$ cat config.mk
export PLATFORM = sky130hd
export DESIGN_NAME = div16u8_seq
export DESIGN_NICKNAME = d
export VERILOG_FILES = /design/src/rtl/div16u8_seq_pkg.sv /design/src/rtl/div16u8_seq_restore_step.sv /design/src/rtl/div16u8_seq.sv
export SDC_FILE = /design/constraint.sdc
export NUM_CORES = 1
export LEC_CHECK = 0
export CORE_ASPECT_RATIO = 0.9
export CORE_UTILIZATION = 54
export CTS_CLUSTER_DIAMETER = 40
export DETAILED_ROUTE_END_ITERATION = 16
export HOLD_SLACK_MARGIN = 0.08
export MAX_ROUTING_LAYER = met4
export PLACE_DENSITY_LB_ADDON = 0.25
export SYNTH_ARGS = -nofsm -noshare
export SYNTH_HDL_FRONTEND = slang
export SYNTH_SLANG_ARGS = --single-unit
$ cat constraint.sdc
create_clock -name clk -period 2.9 [get_ports clk]
set_input_delay 0.58 -clock clk [delete_from_list [all_inputs] [get_ports clk]]
set_output_delay 0.58 -clock clk [all_outputs]
set_load 0.05 [all_outputs]
$ cat src/rtl/div16u8_seq_pkg.sv
// div_pkg: shared definitions for the 16-by-8 sequential restoring divider.
//   W      : divisor / quotient / remainder width (dividend is 2*W bits)
//   CNT_W  : width of the iteration counter, sized to hold the value W
//   state_e: divider FSM states
//   ovf_check(): detects quotients that cannot fit in W bits
package div_pkg;

    localparam int W     = 8;
    localparam int CNT_W = $clog2(W + 1);

    typedef enum logic [1:0] {
        IDLE = 2'd0,
        CALC = 2'd1,
        DONE = 2'd2
    } state_e;

    // The quotient overflows W bits exactly when the upper half of the
    // dividend is already >= the divisor. Divide-by-zero is reported
    // separately, so a zero divisor is never flagged as overflow here.
    function automatic logic ovf_check(input logic [W-1:0] hi,
                                       input logic [W-1:0] divisor);
        return (divisor != '0) && (hi >= divisor);
    endfunction

endpackage

$ cat src/rtl/div16u8_seq_restore_step.sv
// div_restore_step: one combinational restoring-division step.
//   rem_i     : partial remainder R (W+1 bits)
//   bit_i     : next dividend bit shifted in from the low half
//   divisor_i : divisor
//   rem_o     : updated partial remainder
//   qbit_o    : quotient bit produced by this step
module div_restore_step
    import div_pkg::*;
(
    input  logic [W:0]   rem_i,
    input  logic         bit_i,
    input  logic [W-1:0] divisor_i,
    output logic [W:0]   rem_o,
    output logic         qbit_o
);

    logic [W:0] shifted;

    // R' = {R[W-1:0], bit}. The bit shifted out of R[W] acts as a carry: if
    // it is set, R' is certainly >= divisor, and the W+1 bit subtraction
    // below still yields the correct (small) remainder modulo 2^(W+1).
    assign shifted = {rem_i[W-1:0], bit_i};
    assign qbit_o  = rem_i[W] | (shifted >= {1'b0, divisor_i});
    assign rem_o   = qbit_o ? (shifted - {1'b0, divisor_i}) : shifted;

endmodule

$ cat src/rtl/div16u8_seq.sv
// div16u8_seq: sequential 16-by-8 unsigned restoring divider, one quotient
// bit per cycle.
//   clk, rst_n           : clock, synchronous active-low reset
//   in_valid / in_ready  : operand handshake (dividend, divisor)
//   out_valid / out_ready: result handshake (quotient, remainder, flags)
//   div_zero             : divisor was zero (quotient all-ones,
//                          remainder = dividend low half)
//   overflow             : quotient does not fit in W bits (quotient and
//                          remainder all-ones)
//
// Handshakes: a transfer happens on a rising edge where valid && ready are
// both high. Once out_valid is raised, the result outputs stay stable until
// out_ready is seen. in_ready is high only in IDLE, so there is never
// overlap between an output handshake and a new operand acceptance.
module div16u8_seq
    import div_pkg::*;
(
    input  logic           clk,
    input  logic           rst_n,
    input  logic           in_valid,
    output logic           in_ready,
    input  logic [2*W-1:0] dividend,
    input  logic [W-1:0]   divisor,
    output logic           out_valid,
    input  logic           out_ready,
    output logic [W-1:0]   quotient,
    output logic [W-1:0]   remainder,
    output logic           div_zero,
    output logic           overflow
);

    state_e           state_q, state_d;
    logic [CNT_W-1:0] cnt_q, cnt_d;
    logic [W:0]       rem_q, rem_d;
    // Low half of the dividend; quotient bits enter at the LSB as dividend
    // bits leave at the MSB, so after W steps it holds the quotient.
    logic [W-1:0]     lo_q, lo_d;
    logic [W-1:0]     div_q, div_d;
    logic [W-1:0]     quo_q, quo_d;
    logic [W-1:0]     rmd_q, rmd_d;
    logic             dz_q, dz_d;
    logic             ov_q, ov_d;
    // Error cases are classified at accept time and resolved in the first
    // CALC cycle, giving them a fixed one-cycle latency.
    logic             dz_pend_q, dz_pend_d;
    logic             ov_pend_q, ov_pend_d;

    logic [W:0]       step_rem;
    logic             step_qbit;

    div_restore_step u_step (
        .rem_i     (rem_q),
        .bit_i     (lo_q[W-1]),
        .divisor_i (div_q),
        .rem_o     (step_rem),
        .qbit_o    (step_qbit)
    );

    always_ff @(posedge clk) begin
        if (!rst_n) begin
            state_q   <= IDLE;
            cnt_q     <= '0;
            rem_q     <= '0;
            lo_q      <= '0;
            div_q     <= '0;
            quo_q     <= '0;
            rmd_q     <= '0;
            dz_q      <= 1'b0;
            ov_q      <= 1'b0;
            dz_pend_q <= 1'b0;
            ov_pend_q <= 1'b0;
        end else begin
            state_q   <= state_d;
            cnt_q     <= cnt_d;
            rem_q     <= rem_d;
            lo_q      <= lo_d;
            div_q     <= div_d;
            quo_q     <= quo_d;
            rmd_q     <= rmd_d;
            dz_q      <= dz_d;
            ov_q      <= ov_d;
            dz_pend_q <= dz_pend_d;
            ov_pend_q <= ov_pend_d;
        end
    end

    always_comb begin
        state_d   = state_q;
        cnt_d     = cnt_q;
        rem_d     = rem_q;
        lo_d      = lo_q;
        div_d     = div_q;
        quo_d     = quo_q;
        rmd_d     = rmd_q;
        dz_d      = dz_q;
        ov_d      = ov_q;
        dz_pend_d = dz_pend_q;
        ov_pend_d = ov_pend_q;

        case (state_q)
            IDLE: begin
                if (in_valid) begin
                    state_d   = CALC;
                    div_d     = divisor;
                    rem_d     = {1'b0, dividend[2*W-1:W]};
                    lo_d      = dividend[W-1:0];
                    cnt_d     = CNT_W'(W);
                    dz_pend_d = (divisor == '0);
                    ov_pend_d = ovf_check(dividend[2*W-1:W], divisor);
                end
            end
            CALC: begin
                if (dz_pend_q) begin
                    state_d = DONE;
                    quo_d   = '1;
                    rmd_d   = lo_q;
                    dz_d    = 1'b1;
                    ov_d    = 1'b0;
                end else if (ov_pend_q) begin
                    state_d = DONE;
                    quo_d   = '1;
                    rmd_d   = '1;
                    dz_d    = 1'b0;
                    ov_d    = 1'b1;
                end else begin
                    rem_d = step_rem;
                    lo_d  = {lo_q[W-2:0], step_qbit};
                    cnt_d = cnt_q - 1'b1;
                    if (cnt_q == CNT_W'(1)) begin
                        state_d = DONE;
                        quo_d   = {lo_q[W-2:0], step_qbit};
                        rmd_d   = step_rem[W-1:0];
                        dz_d    = 1'b0;
                        ov_d    = 1'b0;
                    end
                end
            end
            DONE: begin
                if (out_ready) begin
                    state_d = IDLE;
                end
            end
            default: begin
                state_d = IDLE;
            end
        endcase
    end

    assign in_ready  = (state_q == IDLE);
    assign out_valid = (state_q == DONE);
    assign quotient  = quo_q;
    assign remainder = rmd_q;
    assign div_zero  = dz_q;
    assign overflow  = ov_q;

endmodule

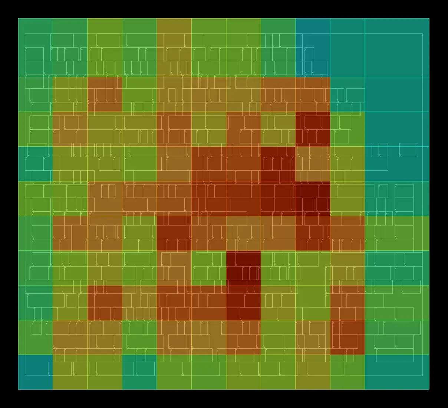
Figure 1: run 1, track usage over the die.
final core area utilization: 69.5%
GR Layer Usage met1: 41.8%

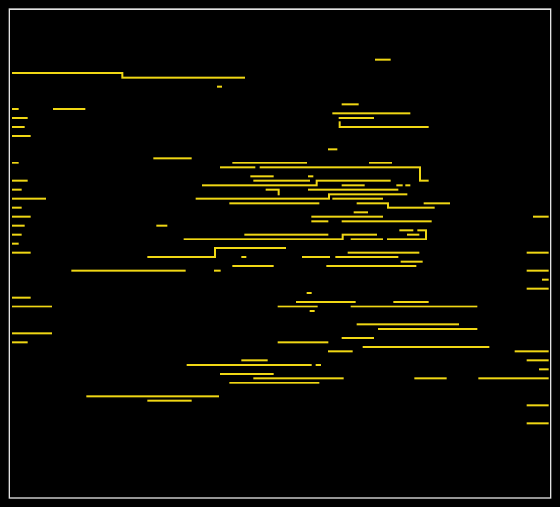
Figure 2: run 1, the metal 3 layer.
The longest straight run is 24.1 microns. The layer carries 702 microns of wire. 74 nets have wire on it. The layer holds 8.6% of the routed length. The wires run mostly horizontal.

==> reports/metrics.cfg, run 1 <==
[setup_path]
critPathKind = reg -> reg
r2r_end = rem_q[6]
timing.rr.start = div_q[5]
critical_path_peak_fanout = 16
setup.worst_path.end = rem_q[6]
setup.reg_to_reg.worst_slack_ns = 0.38
worstPathRequired_ns = 3.12
kind_of_launch_point_of_the_worst_setup_path = flip-flop
critical_path.max_stage_delay_ns = 0.50
cp_common_cell = sky130_fd_sc_hd__o31ai_1
crit_cells = 7
crit_buf_inv = 1

[layout]
nNonClkBuffers = 57
diodes = 0
layout_top_cell = sky130_fd_sc_hd__nand2_1
seqCellArea_sq_um = 1020
nonClockInverterCount = 27
layout.nets = 476
numSequentialCells = 51
area.growth.synth_to_final_pct = 20.8
dominant-cell-class = combinational gates
register_bank_with_the_most_flops = rem_q
area_share_clock_buf_inv_pct = 3.25
comb-cell-share_pct = 49.9

[timing]
final.min_clock_period_ns = 2.52
maxSlewHeadroom_pct = 41.8
worst_hold_slack_ns = 0.459
timing_worst_slew_pin_value_ns = 0.863
skew_ns = 0.0128
finalHoldViolCount = 0

[floorplan]
n_taps = 67
ioPinCount = 48
chipHeight_microns = 73.8
core_rows = 25
die_width_microns = 81.8
fp-utilization_pct = 57.5
chip_area_sq_um = 6040

[global_route]
largest_net_degree_at_the_start_of_global_routing = 25
groute.layer.met3.usage_pct = 5.09
grt_antenna_before_repair = 0
first_global_vias = 2699
globalRouteTotalUtil_pct = 29.7
globalRouteOverflowTotal = 0

[power]
cellLeakagePower_nw = 1.44
p_per_area_nw_per_um2 = 653

[yosys]
synth_simple_gate_area_share_pct = 23.3
syn-mean-instance-area_sq_um = 8.00
postSynthRegisterBits = 51
edf_count = 0
ys_seq_share_pct = 33.0
synth.yosys.warnings = 0
yosys_area_sq_um = 3090
post_synthesis_instance_area_sq_um = 3090
synth_area_leader_cell = sky130_fd_sc_hd__dfxtp_1
ys_dominant_reg_cell = sky130_fd_sc_hd__dfxtp_1
netlist.top_cell.by_instances = sky130_fd_sc_hd__nand2_1
logic_family_by_area = AND-OR/OR-AND gates

[routing]
vias = 3100
antenna_violating_nets_post_route = 0
route.met2.wl_microns = 3590
detail_route.iter0.violations = 253

[hold_path]
hold_path.startpoint = div_q[2]
hold_end = div_q[2]
worst_hold_stages = 2

[placement]
place.gp.congestion = 0.959
portBuffers = 47

[clock_network]
htree_levels = 2
worst_setup_hold_path_clk_slew_ns = 0.09
post_cts.repair.setup_buffers = 0
cts-root-buf = sky130_fd_sc_hd__clkbuf_8
cts.repair.resized = 0
ctsLongestPathBuffers = 2

[status]
outcome = finished, final reports clean

[job]
number_of_violations_of_the_max_capacitance_limit = 0

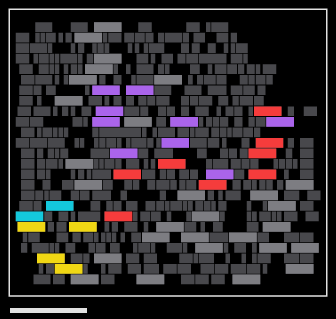
Figure 3: run 1, register map, names as in the netlist.
Bar = 20 microns.
state_q: marked cyan, flops 2. rem_q: marked purple, flops 9. remainder: marked red, flops 8. cnt_q: marked yellow, flops 4, where bottom left.
Another 28 sequential cells are not coloured.

[run 1: power groups by stage]
stage | Combinational [W] | Sequential [W] | Clock, W
floorplan | 0.000723 | 0.000913 | 0
global placement | 0.00102 | 0.000871 | 0
detailed placement | 0.00103 | 0.000874 | 0
CTS | 0.00103 | 0.000858 | 0.000533
global route | 0.00115 | 0.000873 | 0.000556
finish | 0.00105 | 0.000861 | 0.000530
[run 1: per-stage QoR]
step | instances | util, % | power, W | setup slack (ns)
2_1_floorplan | 387 | - | 0.00164 | 0.856
6_report | 497 | 69.5 | 0.00244 | 0.385
3_3_place_gp | 489 | 67.2 | 0.00189 | 0.537
4_1_cts | 497 | 69.5 | 0.00242 | 0.420
3_5_place_dp | 489 | 67.2 | 0.00190 | 0.466
5_1_grt | 497 | 69.5 | 0.00258 | 0.120
## Run 2: what changed since run 1
CELL_PAD_IN_SITES_DETAIL_PLACEMENT = 0   (was unset)
CELL_PAD_IN_SITES_GLOBAL_PLACEMENT = 1   (was unset)
CORE_ASPECT_RATIO = 1.1   (was 0.9)
CORE_UTILIZATION = 40   (was 54)
SETUP_SLACK_MARGIN = 0.15   (was unset)
==> run 2 against run 1 <==
  * Final area increased by 0.33%
  * Hold slack improved by 0.0067 ns
  * First-iteration DRC count decreased by 6.3%
  * Combinational power about the same
  * Sequential share of layout area decreased by 0.091 points
  * Core utilization decreased by 19 points
  * Total power decreased by 3.5%
  * Routed wire length increased by 3.7%
  * Critical path depth decreased by 1
  * Worst setup slack improved by 0.14 ns
==> reports/metrics.cfg, run 2 <==
[setup_path]
crit_family = AND-OR/OR-AND gates
r2r_end = remainder[1]
critical_path.max_stage_delay_ns = 0.51  ; about the same
critPathKind = reg -> reg
setup.reg_to_reg.worst_slack_ns = 0.52  ; +0.14 ns
setup.worst_path.end = remainder[1]
timing.rr.start = rem_q[5]
kind_of_launch_point_of_the_worst_setup_path = flip-flop
worst_r2r_path_depth = 6
crit_buf_inv = 0  ; -1
critical_path_peak_fanout = 16  ; unchanged
crit_cells = 6  ; -1
worstPathRequired_ns = 3.14  ; +0.02 ns

[global_route]
grt_antenna_before_repair = 0  ; unchanged
globalRouteOverflowTotal = 0  ; unchanged
first_global_vias = 2895  ; +7.3%
largest_net_degree_at_the_start_of_global_routing = 22  ; -12%
globalRouteTotalUtil_pct = 23.7  ; -6.1 points

[layout]
comb-cell-share_pct = 49.8  ; -0.13 points
area_share_clock_buf_inv_pct = 2.47  ; -0.78 points
register_bank_with_the_most_flops = rem_q
layout.nets = 475  ; -0.21%
dominant-cell-class = combinational gates
numSequentialCells = 51  ; unchanged
seqCellArea_sq_um = 1020  ; unchanged
area.growth.synth_to_final_pct = 21.2
final.fill_count = 755
mi_logic_area_sq_um = 1870
multi_input_comb_cells = 287
nonClockInverterCount = 27  ; unchanged
layout_top_cell = sky130_fd_sc_hd__nand2_1
share_of_post_route_cells_with_drive_strength_above_1_pct = 8.16
nNonClkBuffers = 56  ; -1.8%
finalCoreUtilization_pct = 50.2  ; -19 points
diodes = 0  ; unchanged
finish.cell_count_without_fillers = 534  ; +7.4%

[routing]
antenna_violating_nets_post_route = 0  ; unchanged
vias = 2951  ; -4.8%
post_route_drc_violation_count = 0
detail_route.iter0.violations = 237  ; -6.3%
drt_first_pass_iters = 4
routedWlPerCell_microns = 15.9

[floorplan]
core_rows = 33  ; +32%
chipHeight_microns = 94.2  ; +28%
fp-utilization_pct = 41.4  ; -16 points
ioPinCount = 48  ; unchanged
n_taps = 105  ; +57%
chip_area_sq_um = 8090  ; +34%
die_width_microns = 85.9  ; +5.0%

[yosys]
yosysTopAreaCellShare_pct = 33.0
logic_family_by_area = AND-OR/OR-AND gates
edf_count = 0  ; unchanged
post_synth_main_area_contributors = sky130_fd_sc_hd__dfxtp_1, sky130_fd_sc_hd__ha_1, sky130_fd_sc_hd__nand2_1, sky130_fd_sc_hd__a21oi_1, sky130_fd_sc_hd__nor2_1
synth_area_leader_cell = sky130_fd_sc_hd__dfxtp_1
synth.yosys.warnings = 0  ; unchanged
ys_seq_share_pct = 33.0  ; unchanged
yosys.area_share.aoi_pct = 25.3
yosys_area_sq_um = 3090  ; unchanged
netlist.top_cell.by_instances = sky130_fd_sc_hd__nand2_1
postSynthRegisterBits = 51  ; unchanged
syn-mean-instance-area_sq_um = 8.00  ; unchanged
synth_simple_gate_area_share_pct = 23.3  ; unchanged
ys_dominant_reg_cell = sky130_fd_sc_hd__dfxtp_1
post_synthesis_instance_area_sq_um = 3090  ; unchanged
synth.distinct_cells = 59

[power]
power.share.switching_pct = 41.3
combPwrFrac_pct = 45.0
p_per_area_nw_per_um2 = 629  ; -3.8%
cellLeakagePower_nw = 1.42  ; -1.5%
power.total_w = 0.00236  ; -3.5%

[clock_network]
cts.repair.resized = 0  ; unchanged
htree_levels = 2  ; unchanged
cts-root-buf = sky130_fd_sc_hd__clkbuf_8
ctsLongestPathBuffers = 2  ; unchanged
worst_setup_hold_path_clk_slew_ns = 0.10  ; about the same
post_cts.repair.setup_buffers = 0  ; unchanged

[placement]
portBuffers = 47  ; unchanged
place.gp.congestion = 0.941  ; -1.8%
placedCellCount = 526  ; +7.6%
place_ws_ns = 0.452  ; -0.0147 ns

[timing]
skew_ns = 0.00998  ; -0.00282 ns
worst_hold_slack_ns = 0.466  ; +0.00667 ns
final_critical_path_setup_slack_ns = 0.521  ; +0.137 ns
final.setup.tns_ns = 0
final.min_clock_period_ns = 2.38  ; -0.137 ns
finalHoldViolCount = 0  ; unchanged
timing_worst_slew_pin_value_ns = 0.760  ; -0.103 ns
clock.fmax_ghz = 0.420
maxSlewHeadroom_pct = 48.8  ; +6.9 points

[job]
number_of_violations_of_the_max_capacitance_limit = 0  ; unchanged
log.warning_count = 27

[hold_path]
hold_path.startpoint = div_q[6]
hold_end = div_q[6]
worst_hold_stages = 2  ; unchanged

[status]
outcome = finished, final reports clean

## run 2: routing by layer
layer  vias up  GRT usage (%)  routed length (microns)
met1      1363           28.8                     3830
met3        11           4.13                      417
met2        87           40.1                     4110
met4         0           6.67                      134
li1       1490              -                        -
met5         -              -                        0
## run 2: power groups by stage
stage	clock [W]	combinational [W]	sequential (W)
after floorplan	0	0.000723	0.000913
after global placement	0	0.00104	0.000875
after detailed placement	0	0.00105	0.000877
after CTS	0.000447	0.00105	0.000862
after global routing	0.000470	0.00117	0.000877
final	0.000437	0.00106	0.000861
## run 2: worst register-to-register path, delay by kind of cell, from the launching register on
kind	cells	cell delay (ns)
compound gates	4	1.03
simple gates	1	0.51
fa+ha+maj	1	0.41
flops	1	0.36
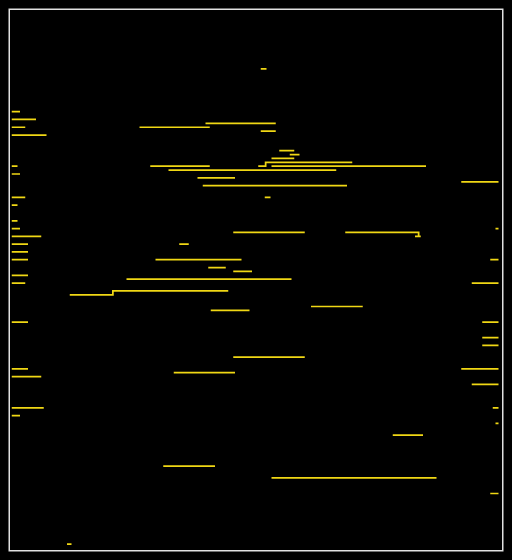
Figure 4: run 2, the metal 3 layer.
The wires run mostly horizontal. The layer holds 4.9% of the routed length. The layer carries 417 microns of wire.

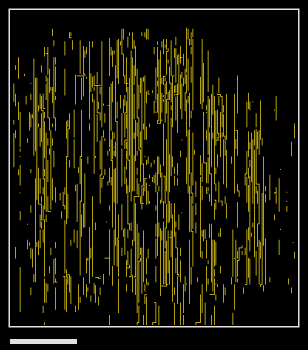
Figure 5: run 2, metal 2.
Bar = 20 microns.
369 nets have wire on it. The longest straight run is 44.9 microns. The layer holds 48% of the routed length. The layer carries 4,110 microns of wire.

## Run 3: what changed since run 2
clock period = 2.4 ns   (was 2.9 ns; I/O delays follow)
==> run 3 against run 2 <==
  * Sequential share of layout area decreased by 1.6 points
  * Via count increased by 4.7%
  * Critical path type unchanged
  * Clock power increased by 24%
  * Highest routed layer unchanged
  * Hold slack got worse by 0.0056 ns
  * Largest power group unchanged
==> reports/metrics.cfg, run 3 <==
[yosys]
synth_area_leader_cell = sky130_fd_sc_hd__dfxtp_1
yosys.area_share.aoi_pct = 25.3  ; unchanged
syn-mean-instance-area_sq_um = 8.00  ; unchanged
ys_seq_share_pct = 33.0  ; unchanged
postSynthRegisterBits = 51  ; unchanged
logic_family_by_area = AND-OR/OR-AND gates
synth.yosys.num_cells = 387
yosys_area_sq_um = 3090  ; unchanged
muxShareOfSynthArea_pct = 2.39
post_synth_main_area_contributors = sky130_fd_sc_hd__dfxtp_1, sky130_fd_sc_hd__ha_1, sky130_fd_sc_hd__nand2_1, sky130_fd_sc_hd__a21oi_1, sky130_fd_sc_hd__nor2_1
synth.net_count = 434
fa_ha_area_share_pct = 7.93
yosys.area_share.xor_xnor_pct = 1.42
edf_count = 0  ; unchanged
synth.yosys.warnings = 0  ; unchanged
synth_simple_gate_area_share_pct = 23.3  ; unchanged
post_synthesis_instance_area_sq_um = 3090  ; unchanged
ys_dominant_reg_cell = sky130_fd_sc_hd__dfxtp_1
postSynthCellCount = 387
yosysTopAreaCellShare_pct = 33.0  ; unchanged
netlist.top_cell.by_instances = sky130_fd_sc_hd__nand2_1
synthArstFlopShare_pct = 0
top_cells_by_count = sky130_fd_sc_hd__nand2_1, sky130_fd_sc_hd__dfxtp_1, sky130_fd_sc_hd__a21oi_1, sky130_fd_sc_hd__nor2_1, sky130_fd_sc_hd__inv_1
synth.distinct_cells = 59  ; unchanged

[layout]
largest_register_ff_count = 9
mi_logic_area_sq_um = 1900  ; +1.9%
nNonClkBuffers = 81  ; +45%
seqCellArea_sq_um = 1020  ; +0.24%
final_layout_clock_buffer_total = 5
layout.nets = 500  ; +5.3%
comb-cell-share_pct = 47.6  ; -2.1 points
dominant-cell-class = combinational gates
final.fill_count = 717  ; -5.0%
area_share_clock_buf_inv_pct = 2.41  ; -0.058 points
nonClockInverterCount = 27  ; unchanged
share_of_post_route_cells_with_drive_strength_above_1_pct = 15.0  ; +6.8 points
multi_input_comb_cells = 287  ; unchanged
register_bank_with_the_most_flops = rem_q
diodes = 0  ; unchanged
buffer_area_share_pct = 18.5
register_fraction_of_the_total_cell_area_pct = 25.6
layout_top_cell = sky130_fd_sc_hd__nand2_1
lay_top_cells = sky130_fd_sc_hd__nand2_1, sky130_fd_sc_hd__dfxtp_1, sky130_fd_sc_hd__clkdlybuf4s50_1
area.growth.synth_to_final_pct = 29.2
numSequentialCells = 51  ; unchanged

[status]
outcome = finished, final reports clean

[floorplan]
core_rows = 33  ; unchanged
ioPinCount = 48  ; unchanged
chipHeight_microns = 94.2  ; unchanged
fp-utilization_pct = 41.4  ; unchanged
chip_area_sq_um = 8090  ; unchanged
placeableCoreArea_sq_um = 7470
n_taps = 105  ; unchanged
die_width_microns = 85.9  ; unchanged

[setup_path]
crit_family = AND-OR/OR-AND gates
r2r_end = remainder[1]
crit_buf_inv = 1  ; +1
setup.reg_to_reg.worst_slack_ns = 0.21  ; -0.31 ns
endpoint_kind = flip-flop
critPathKind = reg -> reg
critical_path_peak_fanout = 8  ; -8
timing.rr.start = div_q[6]
critical_path.cell_chain = inv_1 -> ha_2 -> a21o_1 -> a211o_1 -> a21o_4 -> or4_1 -> a31oi_1
setup.worst_path.end = remainder[1]
kind_of_launch_point_of_the_worst_setup_path = flip-flop
crit_cells = 7  ; +1
critical_path_top_delay_cell = sky130_fd_sc_hd__or4_1
worst_setup_path_startpoint = div_q[6]
worst_r2r_path_depth = 7  ; +1
worstPathRequired_ns = 2.66  ; -0.48 ns
worst-endpoint-arrival_ns = 2.44
critical_path.max_stage_delay_ns = 0.48  ; -0.03 ns

[timing]
skew_ns = 0.0136  ; +0.00363 ns
grt_setup_unrepaired = true
finalHoldViolCount = 0  ; unchanged
maxSlewHeadroom_pct = 66.6  ; +18 points
clock.fmax_ghz = 0.457  ; +8.7%
timing_worst_slew_pin_value_ns = 0.500  ; -0.261 ns
worst_hold_slack_ns = 0.461  ; -0.00560 ns
final.min_clock_period_ns = 2.19  ; -0.191 ns
report.final.slew_viol_count = 0
final.setup.tns_ns = 0  ; unchanged
final_min_period_over_clock_period_pct = 91.1
setup_violations = 0

[clock_network]
cts-root-buf = sky130_fd_sc_hd__clkbuf_8
worst_setup_hold_path_clk_slew_ns = 0.11  ; about the same
ctsLongestPathBuffers = 2  ; unchanged
tritoncts_clock_tree = built
cts.repair.resized = 4  ; +4
htree_levels = 2  ; unchanged
numClockSinks = 51
tritoncts.num_buffers = 5
cts.hold.buffers_added = 0
worstSkewPairLatency_ns = 0.32
post_cts.repair.setup_buffers = 0  ; unchanged

[placement]
place.gp.congestion = 0.917  ; -2.6%
dp_hpwl_microns = 6940
portBuffers = 47  ; unchanged

[global_route]
grt_antenna_before_repair = 0  ; unchanged
globalRouteTotalUtil_pct = 23.5  ; -0.18 points
largest_net_degree_at_the_start_of_global_routing = 22  ; unchanged
globalRouteOverflowTotal = 0  ; unchanged
first_global_vias = 2967  ; +2.5%
global_route_wire_length_before_repair_microns = 14400

[routing]
routedWlPerCell_microns = 16.0  ; +0.59%
wl_met3_microns = 492  ; +18%
post_route_drc_violation_count = 0  ; unchanged
drt_first_pass_iters = 4  ; unchanged
route.layer.met1.wl_microns = 4070  ; +6.3%
routed.top_layer = met4
wl_microns = 8940
antenna_violating_nets_post_route = 0  ; unchanged
vias = 3091  ; +4.7%
detail_route.iter0.violations = 182  ; -23%
route.detailed.vias_per_inst = 5.53
route.met2.wl_microns = 4280  ; +4.3%

[hold_path]
min_path_type = reg -> reg
worst_hold_stages = 2  ; unchanged
hold_path.startpoint = div_q[3]
hold_end = div_q[3]

[job]
number_of_violations_of_the_max_capacitance_limit = 0  ; unchanged
log.warning_count = 28  ; +3.7%

[power]
p_per_area_nw_per_um2 = 790  ; +26%
vdd_ir_drop_max_mv = 0.362
cellLeakagePower_nw = 1.57  ; +10%

-- run 3: power breakdown --
part	internal (W)	total (W)	leakage, nW	switching, W
registers	0.000946	0.00104	0.418	0.0000958
logic	0.000735	0.00157	1.10	0.000835
clock network	0.000217	0.000544	0.0467	0.000327
-- run 3: through the flow --
stage	power [W]	area, sq um	utilization, %	setup slack [ns]	instances
6_report	0.00316	4000	53.5	0.213	559
5_1_grt	0.00333	4000	53.5	0.105	559
4_1_cts	0.00304	3940	52.7	0.163	555
3_5_place_dp	0.00249	3830	51.2	0.0625	547
3_3_place_gp	0.00248	3830	51.2	0.124	547
2_1_floorplan	0.00198	3090	-	0.356	387
-- run 3: metal layers --
metal,vias up,track usage (%)
met5,-,-
met3,10,2.99
li1,1542,-
met1,1442,30.5
met4,0,7.08
met2,97,38.0
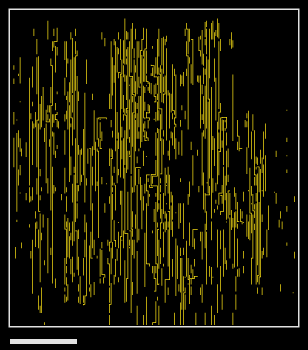
Figure 6: run 3, metal 2.
Bar = 20 microns.
The layer carries 4,280 microns of wire. The layer holds 48% of the routed length. The wires run mostly vertical.

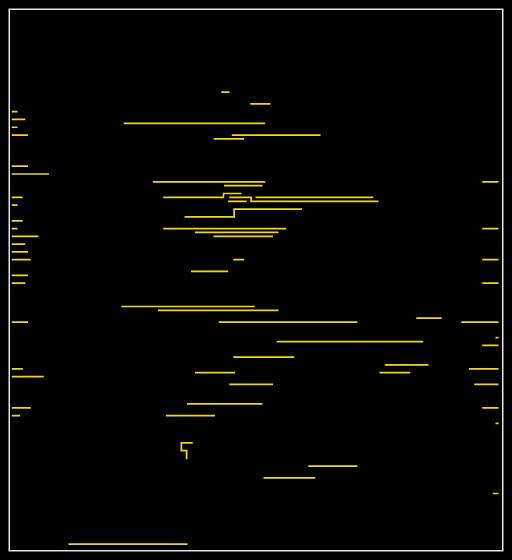
Figure 7: run 3, the metal 3 layer.
The layer holds 5.5% of the routed length. The longest straight run is 25.3 microns. The wires run mostly horizontal.


==> notes/layouts.md <==
Pictures saved along the way, in no particular order.

Logic cells by family.
image #1
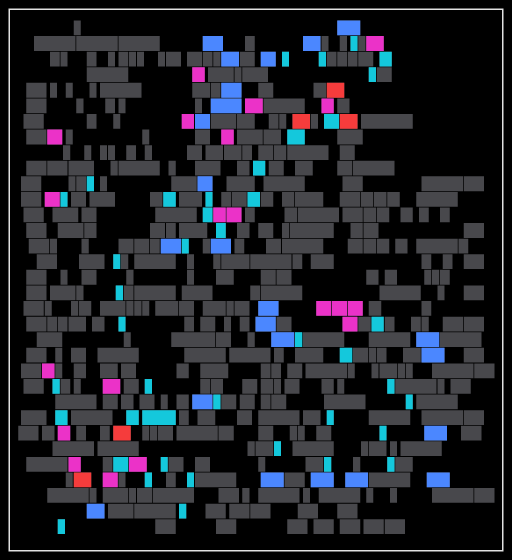
image #2
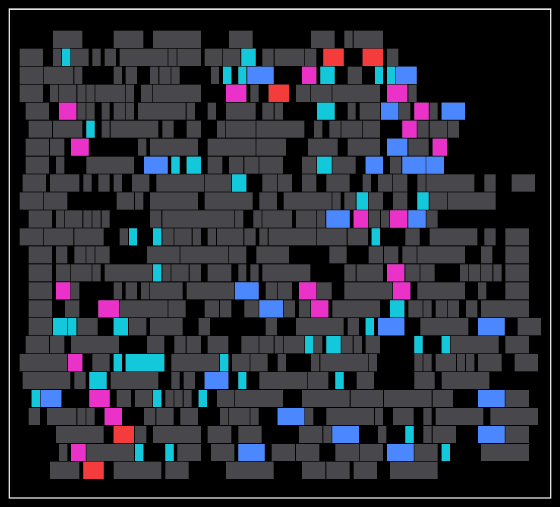
image #3
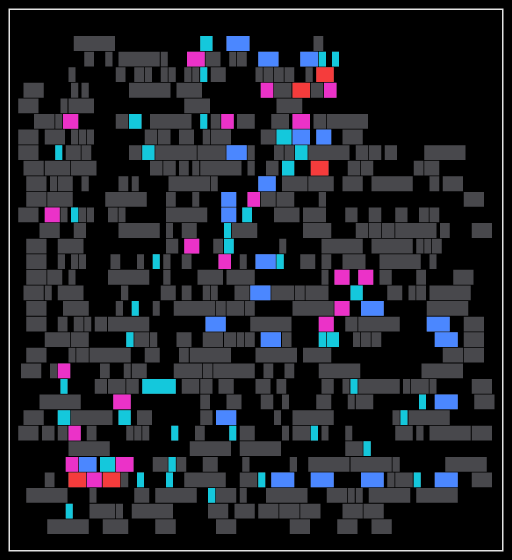
For run 3, see image #1.
For run 1, see image #2.
For run 2, see image #3.

Key to image #3:
xor and xnor cells: marked red, cells 5, most used xnor2_1. nor cells: marked cyan, cells 41, most used nor2_1. and/or cells: marked magenta, cells 20, most used or4_1. non-inverting ao/oa cells: marked blue, cells 23, most used o221a_2.

Power figures rest on the tool's default switching activity, not on a simulated workload.
